### Sequential cells colored by netlist name

Bar = 20 µm.
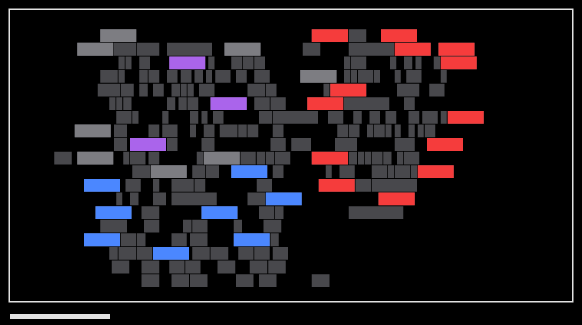
### Placement density heat map

11 x 6 tiles, from black (low) to pale yellow (high), 0 to 100% covered.
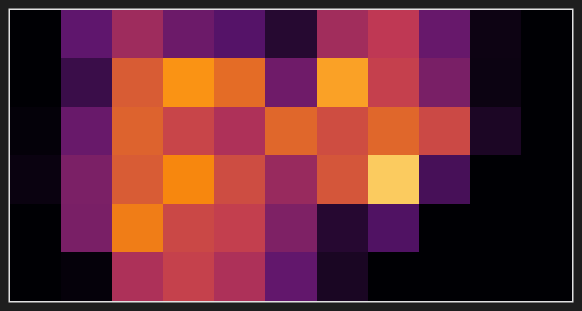
### Routed metal, one color a layer

Bar = 20 µm. Only two layers are drawn.
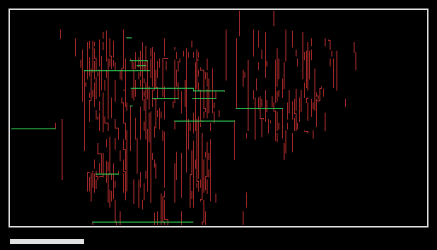
### Cells colored by class

Bar = 20 µm. Fill, decap, tap and diode cells in gray.
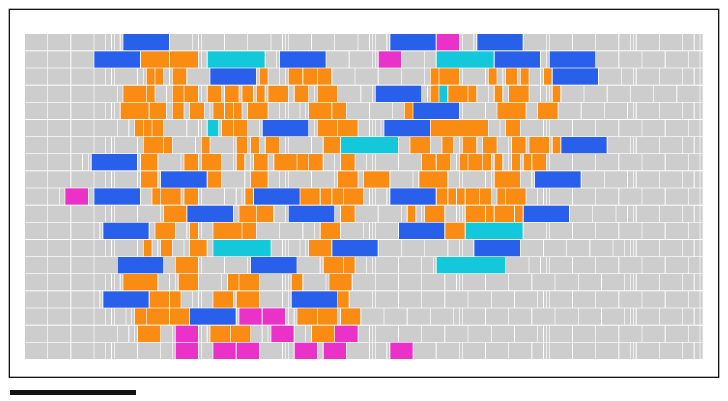
$ cat config.mk
export PLATFORM = sky130hd
export DESIGN_NAME = uart_tx_frame
export DESIGN_NICKNAME = d
export VERILOG_FILES = /design/src/rtl/uart_pkg.sv /design/src/rtl/uart_baud_cnt.sv /design/src/rtl/uart_tx_frame.sv
export SDC_FILE = /design/constraint.sdc
export NUM_CORES = 1
export LEC_CHECK = 0
export CAP_MARGIN = 20
export CORE_ASPECT_RATIO = 0.5
export CORE_MARGIN = 2
export CORE_UTILIZATION = 30
export CTS_CLUSTER_SIZE = 30
export DETAILED_ROUTE_END_ITERATION = 16
export SLEW_MARGIN = 20
export SYNTH_ARGS = -nofsm -noshare
export SYNTH_HDL_FRONTEND = slang
export SYNTH_SLANG_ARGS = --single-unit
$ cat constraint.sdc
create_clock -name clk -period 4.85 [get_ports clk]
set_input_delay 1.2125 -clock clk [delete_from_list [all_inputs] [get_ports clk]]
set_output_delay 1.2125 -clock clk [all_outputs]
set_load 0.01 [all_outputs]
$ cat src/rtl/uart_pkg.sv
// Shared definitions for the UART transmitter and receiver: parity modes,
// frame state encoding, board baud default and the parity helper.
package uart_pkg;

   localparam int unsigned PAR_NONE = 0;
   localparam int unsigned PAR_EVEN = 1;
   localparam int unsigned PAR_ODD  = 2;

   // 50 MHz board clock at 9600 baud
   localparam int unsigned BPS_DEFAULT = 5208;

   typedef enum logic [2:0] {
      ST_IDLE   = 3'd0,
      ST_START  = 3'd1,
      ST_DATA   = 3'd2,
      ST_PARITY = 3'd3,
      ST_STOP   = 3'd4
   } uart_state_e;

   // Zero padding of narrow words does not change the XOR reduction.
   function automatic logic parity_bit(input logic [8:0] data, input logic odd);
      return (^data) ^ odd;
   endfunction

endpackage

$ cat src/rtl/uart_baud_cnt.sv
// Bit-period counter: counts 0..BPS_MAX-1 while enabled, held at zero otherwise.
// tick marks the last cycle of each bit period.
module uart_baud_cnt
   import uart_pkg::*;
#(
   parameter int unsigned BPS_MAX = BPS_DEFAULT
) (
   input  logic clk,
   input  logic rst,
   input  logic en,
   output logic tick
);

   localparam int unsigned CW = $clog2(BPS_MAX);
   localparam logic [CW-1:0] CNT_LAST = CW'(BPS_MAX - 1);

   logic [CW-1:0] cnt_q;
   logic [CW-1:0] cnt_d;

   // Next count: clear when disabled, wrap on the last cycle of the period.
   always_comb begin
      cnt_d = cnt_q;
      if (!en) begin
         cnt_d = {CW{1'b0}};
      end else if (cnt_q == CNT_LAST) begin
         cnt_d = {CW{1'b0}};
      end else begin
         cnt_d = cnt_q + CW'(1);
      end
   end

   // Count register with synchronous reset.
   always_ff @(posedge clk) begin
      if (rst) begin
         cnt_q <= {CW{1'b0}};
      end else begin
         cnt_q <= cnt_d;
      end
   end

   assign tick = en && (cnt_q == CNT_LAST);

endmodule

$ cat src/rtl/uart_tx_frame.sv
// Parametrised UART transmitter with valid/ready intake, optional parity,
// one or two stop bits and registered busy/done status.
module uart_tx_frame
   import uart_pkg::*;
#(
   parameter int unsigned BPS_MAX   = BPS_DEFAULT,
   parameter int unsigned DATA_BITS = 8,
   parameter int unsigned PARITY    = PAR_NONE,
   parameter int unsigned STOP_BITS = 1
) (
   input  logic                 clk,
   input  logic                 rst,
   input  logic [DATA_BITS-1:0] tx_data,
   input  logic                 tx_valid,
   output logic                 tx_ready,
   output logic                 tx,
   output logic                 tx_busy,
   output logic                 tx_done
);

   if (BPS_MAX < 2) begin : g_bad_bps
      $error("uart_tx_frame: BPS_MAX must be >= 2");
   end
   if ((DATA_BITS < 5) || (DATA_BITS > 9)) begin : g_bad_data_bits
      $error("uart_tx_frame: DATA_BITS must be 5..9");
   end
   if (PARITY > PAR_ODD) begin : g_bad_parity
      $error("uart_tx_frame: PARITY must be 0, 1 or 2");
   end
   if ((STOP_BITS != 1) && (STOP_BITS != 2)) begin : g_bad_stop_bits
      $error("uart_tx_frame: STOP_BITS must be 1 or 2");
   end

   localparam int unsigned BIT_MAX = (DATA_BITS > STOP_BITS) ? DATA_BITS : STOP_BITS;
   localparam int unsigned BCW     = $clog2(BIT_MAX);
   localparam logic [BCW-1:0] DATA_LAST = BCW'(DATA_BITS - 1);
   localparam logic [BCW-1:0] STOP_LAST = BCW'(STOP_BITS - 1);
   localparam logic HAS_PAR = (PARITY != PAR_NONE);
   localparam logic ODD_PAR = (PARITY == PAR_ODD);

   uart_state_e          state_q,   state_d;
   logic [DATA_BITS-1:0] shift_q,   shift_d;
   logic                 par_q,     par_d;
   logic [BCW-1:0]       bit_cnt_q, bit_cnt_d;
   logic                 tx_q,      tx_d;
   logic                 ready_q,   ready_d;
   logic                 busy_q,    busy_d;
   logic                 done_q,    done_d;
   logic                 baud_en_s;
   logic                 baud_tick_s;

   assign baud_en_s = (state_q != ST_IDLE);

   uart_baud_cnt #(
      .BPS_MAX (BPS_MAX)
   ) u_baud (
      .clk  (clk),
      .rst  (rst),
      .en   (baud_en_s),
      .tick (baud_tick_s)
   );

   // Frame sequencing; tx is computed one edge ahead so the pin is registered.
   always_comb begin
      state_d   = state_q;
      shift_d   = shift_q;
      par_d     = par_q;
      bit_cnt_d = bit_cnt_q;
      tx_d      = tx_q;
      ready_d   = ready_q;
      busy_d    = busy_q;
      done_d    = 1'b0;
      case (state_q)
         ST_IDLE: begin
            if (tx_valid && ready_q) begin
               shift_d   = tx_data;
               par_d     = parity_bit(9'(tx_data), ODD_PAR);
               bit_cnt_d = {BCW{1'b0}};
               state_d   = ST_START;
               tx_d      = 1'b0;
               ready_d   = 1'b0;
               busy_d    = 1'b1;
            end else begin
               tx_d      = 1'b1;
            end
         end
         ST_START: begin
            if (baud_tick_s) begin
               state_d   = ST_DATA;
               bit_cnt_d = {BCW{1'b0}};
               tx_d      = shift_q[0];
               shift_d   = {1'b0, shift_q[DATA_BITS-1:1]};
            end else begin
               tx_d      = 1'b0;
            end
         end
         ST_DATA: begin
            if (baud_tick_s) begin
               if (bit_cnt_q == DATA_LAST) begin
                  bit_cnt_d = {BCW{1'b0}};
                  if (HAS_PAR) begin
                     state_d = ST_PARITY;
                     tx_d    = par_q;
                  end else begin
                     state_d = ST_STOP;
                     tx_d    = 1'b1;
                  end
               end else begin
                  bit_cnt_d = bit_cnt_q + BCW'(1);
                  tx_d      = shift_q[0];
                  shift_d   = {1'b0, shift_q[DATA_BITS-1:1]};
               end
            end else begin
               bit_cnt_d = bit_cnt_q;
            end
         end
         ST_PARITY: begin
            if (baud_tick_s) begin
               state_d   = ST_STOP;
               bit_cnt_d = {BCW{1'b0}};
               tx_d      = 1'b1;
            end else begin
               tx_d      = par_q;
            end
         end
         ST_STOP: begin
            if (baud_tick_s) begin
               if (bit_cnt_q == STOP_LAST) begin
                  state_d   = ST_IDLE;
                  bit_cnt_d = {BCW{1'b0}};
                  ready_d   = 1'b1;
                  busy_d    = 1'b0;
                  done_d    = 1'b1;
               end else begin
                  bit_cnt_d = bit_cnt_q + BCW'(1);
               end
               tx_d = 1'b1;
            end else begin
               tx_d = 1'b1;
            end
         end
         default: begin
            state_d   = ST_IDLE;
            bit_cnt_d = {BCW{1'b0}};
            tx_d      = 1'b1;
            ready_d   = 1'b1;
            busy_d    = 1'b0;
         end
      endcase
   end

   // State and output registers; reset aborts any frame without a done pulse.
   always_ff @(posedge clk) begin
      if (rst) begin
         state_q   <= ST_IDLE;
         shift_q   <= {DATA_BITS{1'b0}};
         par_q     <= 1'b0;
         bit_cnt_q <= {BCW{1'b0}};
         tx_q      <= 1'b1;
         ready_q   <= 1'b1;
         busy_q    <= 1'b0;
         done_q    <= 1'b0;
      end else begin
         state_q   <= state_d;
         shift_q   <= shift_d;
         par_q     <= par_d;
         bit_cnt_q <= bit_cnt_d;
         tx_q      <= tx_d;
         ready_q   <= ready_d;
         busy_q    <= busy_d;
         done_q    <= done_d;
      end
   end

   assign tx       = tx_q;
   assign tx_ready = ready_q;
   assign tx_busy  = busy_q;
   assign tx_done  = done_q;

endmodule

==> results.txt <==
yosys + openroad results -> initial antenna violation count=0, die footprint=0.00653 mm², total CTS buffers=5, worst slew pin tran=approximately 1000 ps, Post-DP Area=0.00192 mm², post-cts sizing count=0, Hold/Removal Path Class=flip-flop to flip-flop, largest net degree at the start of global routing=21, Commonest Layout Cell=dfxtp_1, Post-Syn Area=0.00176 mm², Slew Limit Fails=0, Inserted Diodes=0, drt pass-1 iters=4, EDFF count, synth=0, Setup crit start kind=primary input, CTS tree=done, Worst Path Required=~5000 ps, critical path type=primary input to flip-flop, H-Tree Level Count=2, Port Buffers=14, worst skew pair latency=roughly 280 ps, Post-synth ARST share=0, syn_nets=209, routability cong.=about 0.79, distinct lib cells=between 50 and 60, Power Dens Cells=around 350 mW/mm², setup TNS=0 ps, Worst Clk Skew=around 5.3 ps, WHS Path Cells=1, period utilisation layout=0.617, CTS clock-pin slew for the worst setup and hold paths=about 50 ps, setup violators final=0, CP max FO=16, RSZ-0062 raised after global routing=false, global-route wire length before repair=6520 µm, 1st-iter DRT viols=~79, top sig layer=met4, DP Cell Count=271, # DRC=0, worst r2r path cells=6, fin nets=220, Worst EP arrival=3180 ps, hold_buf cts=0, I/O Pins=15, vias per cell=a little over 5, Routed Antenna Nets=0, vias in the first global route=1369, Final Non-Filler Cells=~280, CTS root buffer=clkbuf_16, maximum vdd ir drop=~140 µV, upper clock frequency limit=~0.33 GHz, Final HPWL DP=2620 µm, layout cells sized above 1=0.0825, final hold violation count=0, Area Growth Syn to Fin=18.1%, status=completed, Log Warnings=27, Tmin final=~3000 ps, clk buf depth=2, met2 wire length=roughly 1700 µm, Flops after synth=32, Synth Flop Type=dfxtp_1, Max Cap Viol=0, Die Wd=between 100 and 150 µm, setup ws final=around 1900 ps, Lkg Pwr=about 0.69 nW, max_slew headroom=0.332, Post-CTS Setup Inserts=0, Sink Count=32, worst slack, placed=1600 ps, yosys stat area=approximately 0.0018 mm², total global routing overflow=0, yosys warning tally=0, Die Y=between 50 and 60 µm, Crit. End Element=flip-flop, Top Layout Cells=dfxtp_1 (32), nor2_1 (22), xnor2_1 (16), clkdlybuf4s50_1 (14), a21oi_1 (10), M1 wire length=1820 µm, met3 WL=approximately 140 µm, Avg Inst Size Synth=slightly above 9 µm², Mapped Cells=between 150 and 200, yosys cell count=194, post-synthesis sequential area ratio=0.364
Notes on 'Sequential cells colored by netlist name' above:
legend:
  state_q:
    color: purple
    sequential_cells: 3
  shift_q:
    color: blue
    sequential_cells: 8
  u_baud.cnt_q:
    color: red
    sequential_cells: 13
Reg area: 641 µm²
fraction of area in registers: 0.308
Power Sequential: 0.000286 W
fin util: 0.374

Notes on 'Placement density heat map' above:
fullest tile: 89%
mean over tiles: 30%
densest ninth of the die: center
Initial Util: 0.316
core area: 0.00556 mm²

Notes on 'Routed metal, one color a layer' above:
legend:
  M2:
    color: red
    wire_length: 1680 µm
  M3:
    color: green
    wire_length: 138 µm
final wirelength: 3690 µm
DR vias: 1443
Tot GR Track Use: 0.128
drt wl/cell: 13.2 µm

Notes on 'Cells colored by class' above:
legend:
  registers:
    color: blue
    cells: 32
    share_of_their_area: 32%
  clock drivers and dummy loads:
    color: cyan
    cells: 8
    share_of_their_area: 8.2%
  remaining logic cells:
    color: orange
    cells: 152
    share_of_their_area: 52%
  remaining buffers and delay cells:
    color: magenta
    cells: 14
    share_of_their_area: 7.0%
design area: 0.00208 mm²
row count: 19

[worst max-delay path, cell delays in order]
cell             delay (ps)
clkdlybuf4s50_1         500
a211oi_1                140
a211oi_2                870
a21oi_1                 180
a311oi_2                270
[final cells by class]
type                            instances  area, µm²
Inverter                                7       26.3
Clock buffer                            6        129
Fill cell                             583       3480
Clock inverter                          2       35.0
Timing Repair Buffer                   14        140
Tap cell                               73       91.3
Multi-Input combinational cell        145       1020
Sequential cell                        32        641
[per-stage QoR]
step	hold WS, ps	total power (W)
2_1_floorplan	430	0.000355
3_3_place_gp	446	0.000377
3_5_place_dp	462	0.000379
4_1_cts	475	0.000737
5_1_grt	507	0.000761
6_report	469	0.000725
[registers in the layout, indices dropped and copies added, names as in the netlist]
register      count
state_q           3
tx_busy           1
tx_done           1
tx                1
shift_q           8
tx_ready          1
par_q             1
bit_cnt_q         3
u_baud.cnt_q     13
[kinds of logic after synthesis]
family,count (synthesis),synth area share
xor gates and xnor gates,19,0.0945
and+or+nand+nor,73,0.233
muxes,7,0.0398
DFF,32,0.364
adders and majority gates,4,0.0284
AOI/OAI and AO/OA,42,0.182
buffers and inverters,17,0.0583
[synthesized netlist by cell type, types with 2 or more instances]
library cell  number  area [µm²]
nand3_1            4        20.0
nand2b_1           5        31.3
nor2_1            22        82.6
xnor2_1           16         140
nand4_1            7        43.8
a21oi_1           10        50.1
inv_1              7        26.3
a31o_2             2        17.5
a311oi_1           7        61.3
buf_4              2        15.0
clkbuf_1           3        11.3
o21ai_0            3        15.0
nor3_1             4        20.0
buf_6              4        45.0
nor2b_1            3        18.8
and3_1             4        25.0
dfxtp_1           32         641
nand2_1            9        33.8
nor4_1             4        25.0
xor2_1             3        26.3
ha_1               4        50.1
mux2i_1            7        70.1
a211oi_1           3        22.5
[worst paths after layout]
kind | startpoint | endpoint | slack, ps
max | tx_valid | shift_q[6] | 1860
min reg2reg | u_baud.cnt_q[0] | u_baud.cnt_q[0] | 470
min | u_baud.cnt_q[0] | u_baud.cnt_q[0] | 470
max reg2reg | bit_cnt_q[0] | shift_q[6] | 2390
[metal layers]
layer,global-route usage,vias to the layer above
li1,-,737
met2,0.207,21
met1,0.158,680
met3,0.0481,5
met5,0,-
met4,0.0523,0
[power by group]
group	switching (W)	internal [W]	leakage (nW)
logic	0.0000464	0.0000414	0.347
clock network	0.000110	0.000241	0.0808
registers	0.00000983	0.000277	0.261
No activity file was given, so power comes from the tool's default toggle rates.
